## src/rtl/proc_pkg.sv

```systemverilog
// Shared types and constants for the instruction-memory boot loader.
package proc_pkg;

    typedef enum logic [2:0] {
        ST_IDLE = 3'd0,
        ST_LEN0 = 3'd1,
        ST_LEN1 = 3'd2,
        ST_DATA = 3'd3,
        ST_CSUM = 3'd4,
        ST_RUN  = 3'd5,
        ST_ERR  = 3'd6
    } loader_state_t;

    localparam logic [7:0] SYNC_BYTE = 8'hA5;
    localparam int         LEN_BYTES = 2;
    localparam int         LEN_W     = 8 * LEN_BYTES;

endpackage

```

## src/rtl/word_packer.sv

```systemverilog
// Assembles four little-endian stream bytes into one instruction word.
module word_packer
    import proc_pkg::*;
#(
    parameter int WIDTH = 32
) (
    input  logic             clk,
    input  logic             reset,
    input  logic             i_clear,
    input  logic             i_valid,
    input  logic [7:0]       i_byte,
    output logic [WIDTH-1:0] o_word,
    output logic             o_word_vld
);

    logic [1:0]  r_byte_cnt;
    logic [23:0] r_shift;

    // Bytes enter at the top so the first one ends up in bits [7:0].
    always_ff @(posedge clk or negedge reset) begin
        if (!reset) begin
            r_byte_cnt <= 2'd0;
            r_shift    <= 24'd0;
        end else if (i_clear) begin
            r_byte_cnt <= 2'd0;
            r_shift    <= 24'd0;
        end else if (i_valid) begin
            r_byte_cnt <= r_byte_cnt + 2'd1;
            r_shift    <= {i_byte, r_shift[23:8]};
        end
    end

    assign o_word     = WIDTH'({i_byte, r_shift});
    assign o_word_vld = i_valid && (r_byte_cnt == 2'd3);

endmodule

```

## src/rtl/imem_loader.sv

```systemverilog
// Boot loader: fills instruction memory from a byte stream, then releases the core.
// Optional trailing checksum byte enabled by IMEM_LOADER_CHECKSUM_EN.
module imem_loader
    import proc_pkg::*;
#(
    parameter int WIDTH      = 32,
    parameter int IMEM_DEPTH = 512
) (
    input  logic             clk,
    input  logic             reset,
    input  logic [7:0]       in_data,
    input  logic             in_valid,
    output logic             in_ready,
    output logic             ins_mem_en,
    output logic [WIDTH-1:0] ins_mem_addr,
    output logic [WIDTH-1:0] ins_mem_data,
    output logic             core_reset,
    output logic             busy,
    output logic             error
);

    localparam logic [LEN_W:0] DEPTH_L = (LEN_W + 1)'(IMEM_DEPTH);

`ifdef IMEM_LOADER_CHECKSUM_EN
    localparam loader_state_t ST_AFTER_LOAD = ST_CSUM;
`else
    localparam loader_state_t ST_AFTER_LOAD = ST_RUN;
`endif

    loader_state_t    r_state;
    loader_state_t    w_state_nxt;
    logic [LEN_W-1:0] r_len;
    logic [LEN_W-1:0] r_word_cnt;
    logic             r_mem_en;
    logic [WIDTH-1:0] r_mem_addr;
    logic [WIDTH-1:0] r_mem_data;
    logic             r_core_reset;

    logic             w_accept;
    logic             w_sync;
    logic             w_data_byte;
    logic [LEN_W-1:0] w_len;
    logic             w_last_word;
    logic [WIDTH-1:0] w_word;
    logic             w_word_vld;

    assign in_ready    = (r_state != ST_ERR);
    assign w_accept    = in_valid && in_ready;
    assign w_sync      = w_accept && (in_data == SYNC_BYTE) &&
                         ((r_state == ST_IDLE) || (r_state == ST_RUN));
    assign w_data_byte = w_accept && (r_state == ST_DATA);
    assign w_len       = {in_data, r_len[7:0]};
    assign w_last_word = (r_word_cnt == (r_len - 1'b1));

    word_packer #(.WIDTH(WIDTH)) u_packer (
        .clk        (clk),
        .reset      (reset),
        .i_clear    (w_sync),
        .i_valid    (w_data_byte),
        .i_byte     (in_data),
        .o_word     (w_word),
        .o_word_vld (w_word_vld)
    );

`ifdef IMEM_LOADER_CHECKSUM_EN
    logic [7:0] r_csum;

    always_ff @(posedge clk or negedge reset) begin
        if (!reset)
            r_csum <= 8'd0;
        else if (w_sync)
            r_csum <= 8'd0;
        else if (w_data_byte)
            r_csum <= r_csum + in_data;
    end
`endif

    always_comb begin
        w_state_nxt = r_state;
        case (r_state)
            ST_IDLE: if (w_sync) w_state_nxt = ST_LEN0;
            ST_LEN0: if (w_accept) w_state_nxt = ST_LEN1;
            ST_LEN1: begin
                if (w_accept) begin
                    if (w_len == '0)
                        w_state_nxt = ST_AFTER_LOAD;
                    else if ({1'b0, w_len} > DEPTH_L)
                        w_state_nxt = ST_ERR;
                    else
                        w_state_nxt = ST_DATA;
                end
            end
            ST_DATA: if (w_word_vld && w_last_word) w_state_nxt = ST_AFTER_LOAD;
`ifdef IMEM_LOADER_CHECKSUM_EN
            ST_CSUM: if (w_accept) w_state_nxt = (in_data == r_csum) ? ST_RUN : ST_ERR;
`endif
            ST_RUN:  if (w_sync) w_state_nxt = ST_LEN0;
            ST_ERR:  w_state_nxt = ST_ERR;
            default: w_state_nxt = ST_IDLE;
        endcase
    end

    always_ff @(posedge clk or negedge reset) begin
        if (!reset) begin
            r_state      <= ST_IDLE;
            r_len        <= '0;
            r_word_cnt   <= '0;
            r_mem_en     <= 1'b0;
            r_mem_addr   <= '0;
            r_mem_data   <= '0;
            r_core_reset <= 1'b1;
        end else begin
            r_state  <= w_state_nxt;
            r_mem_en <= w_word_vld;
            if (w_accept && (r_state == ST_LEN0))
                r_len[7:0] <= in_data;
            if (w_accept && (r_state == ST_LEN1))
                r_len <= w_len;
            if (w_sync)
                r_word_cnt <= '0;
            else if (w_word_vld)
                r_word_cnt <= r_word_cnt + 1'b1;
            if (w_word_vld) begin
                r_mem_addr <= WIDTH'(r_word_cnt);
                r_mem_data <= w_word;
            end
            // Release lags RUN entry by a cycle (after the last write); reload re-asserts at once.
            r_core_reset <= !((r_state == ST_RUN) && (w_state_nxt == ST_RUN));
        end
    end

    assign ins_mem_en   = r_mem_en;
    assign ins_mem_addr = r_mem_addr;
    assign ins_mem_data = r_mem_data;
    assign core_reset   = r_core_reset;
    assign busy         = (r_state == ST_LEN0) || (r_state == ST_LEN1) ||
                          (r_state == ST_DATA) || (r_state == ST_CSUM);
    assign error        = (r_state == ST_ERR);

endmodule
```

## config.mk

```make
export PLATFORM = sky130hd
export DESIGN_NAME = imem_loader
export DESIGN_NICKNAME = d
export VERILOG_FILES = /design/src/rtl/proc_pkg.sv /design/src/rtl/word_packer.sv /design/src/rtl/imem_loader.sv
export SDC_FILE = /design/constraint.sdc
export NUM_CORES = 1
export LEC_CHECK = 0
export CORE_MARGIN = 2
export CORE_UTILIZATION = 35
export DETAILED_ROUTE_END_ITERATION = 8
export GPL_ROUTABILITY_DRIVEN = 0
export SKIP_LAST_GASP = 1
export SYNTH_ARGS = -nofsm -noshare
export SYNTH_HDL_FRONTEND = slang
export SYNTH_SLANG_ARGS = --single-unit
```

## constraint.sdc

```tcl
create_clock -name clk -period 3.1 [get_ports clk]
set_clock_uncertainty 0.15 [all_clocks]
set_input_delay 0.93 -clock clk [delete_from_list [all_inputs] [get_ports clk]]
set_output_delay 0.93 -clock clk [all_outputs]
set_load 0.005 [all_outputs]
```

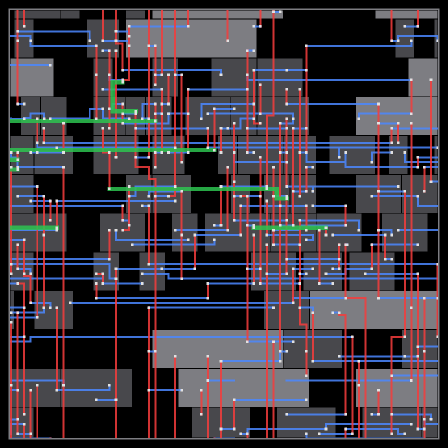
*A small window of the routed layout*
Window x 48 to 78, y 74 to 104 um. Cells in grey, sequential cells in the stronger grey; small squares are vias.
Key: red = M2; blue = M1; green = M3
Netlist names of flops here include `r_len` (4), `r_word_cnt` (2). 61 logic cells have their middle in the window. Most frequent: xnor2_1 (6), dfrtp_1 (6), a21oi_1 (5). Sequential cells in the window: 6.

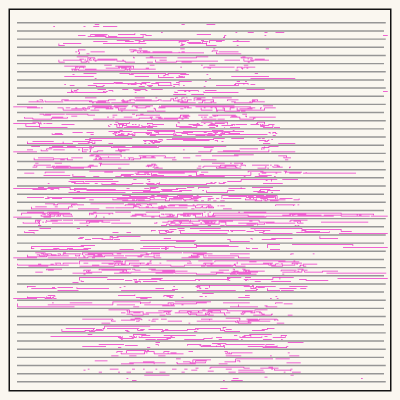
*Met1 routing*
Scale: 3 px per um. Supply wires on this layer in grey.
558 nets have wire on it. The layer carries 5780 um of wire. The wires run mostly horizontal.
total vias in the final route: 3961
grt met1 use: 22.7%
Routed WL: 12000 um

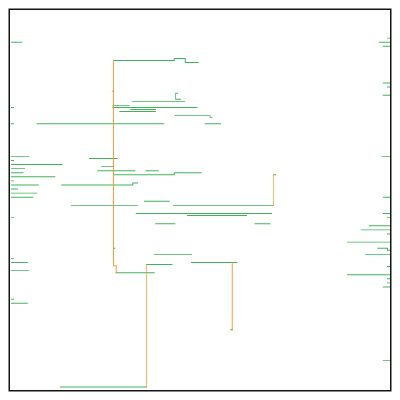
*Metal layers overlaid*
Scale: 3 px per um. Two of the layers only.
Key: orange = M4 [wire length 145 um]; green = M3 [wire length 650 um]
wire per inst: 15.0 um
GRT Overall Usage: 15.4%

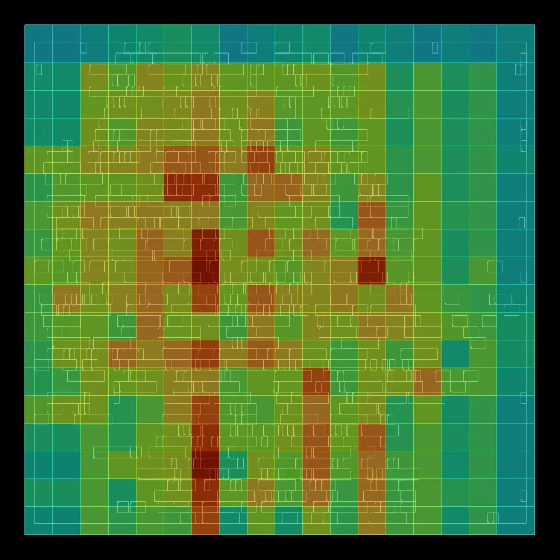
*Congestion heat map*
most used routing layer: met2
final core occ: 44.1%

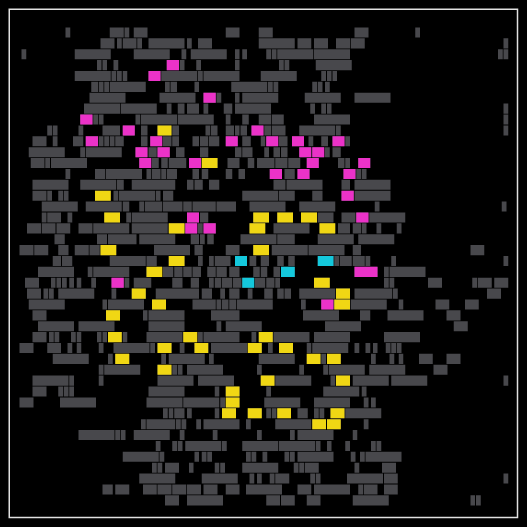
*Gate families picked out*
Scale: 4 px per um.
Key: cyan = non-inverting ao/oa cells [cells 4, where centre]; magenta = xor and xnor cells [cells 31, most used xor2_1]; yellow = mux cells [cells 41, most used mux2i_1]
dominant logic cell type in the layout: nand2_1
final cell count without fillers: 799
combinational share of cell area: 35.4%

==> metrics.cfg <==
[floorplan]
dieArea_sq_um=16000
nWellTaps=184
fp_util_pct=36.0

[final_layout]
largest_reg_flops=32
clkbuf_count=9
final-clk-cell-share_pct=5.00

[cts]
cts_max_path_buffers=2
cts-root-buf=clkbuf_16
clk-insertion-delay-late_ns=0.35
cts_buffers=9
cts_tree=built

[route]
drt_iter0_drc=192
dr.pass1.iters=4
highest_layer=met4
viasPerCell=4.96
met3WireLength_um=649

[yosys]
top_cell=nand2_1
synth.distinct_cells=54
synthMuxAreaShare_pct=8.15
xor_share_pct=5.30
syn_inst=546
synthTopCellsByCount=nand2_1 (159), dfrtp_1 (110), nor2_1 (51)
yosys_cells=546
ys_sh_simple_pct=23.6

[setup_path]
end_kind=output pin
worst-path-max-fanout=10
crit_buf_inv=1
worst-r2r-cell-count=8

[place]
hpwl_um=8560
postPlaceCellArea_sq_um=6130

[power]
power_clock_w=0.00124
p_sw_w=0.00112
p_total_w=0.00381
p_comb_share_pct=19.8
maxPowerGroup=sequential cells

[global_routing]
met3_usage_pct=3.46

[timing]
finalMaxSlewViolations=0

[status]
status=finished, final reports clean

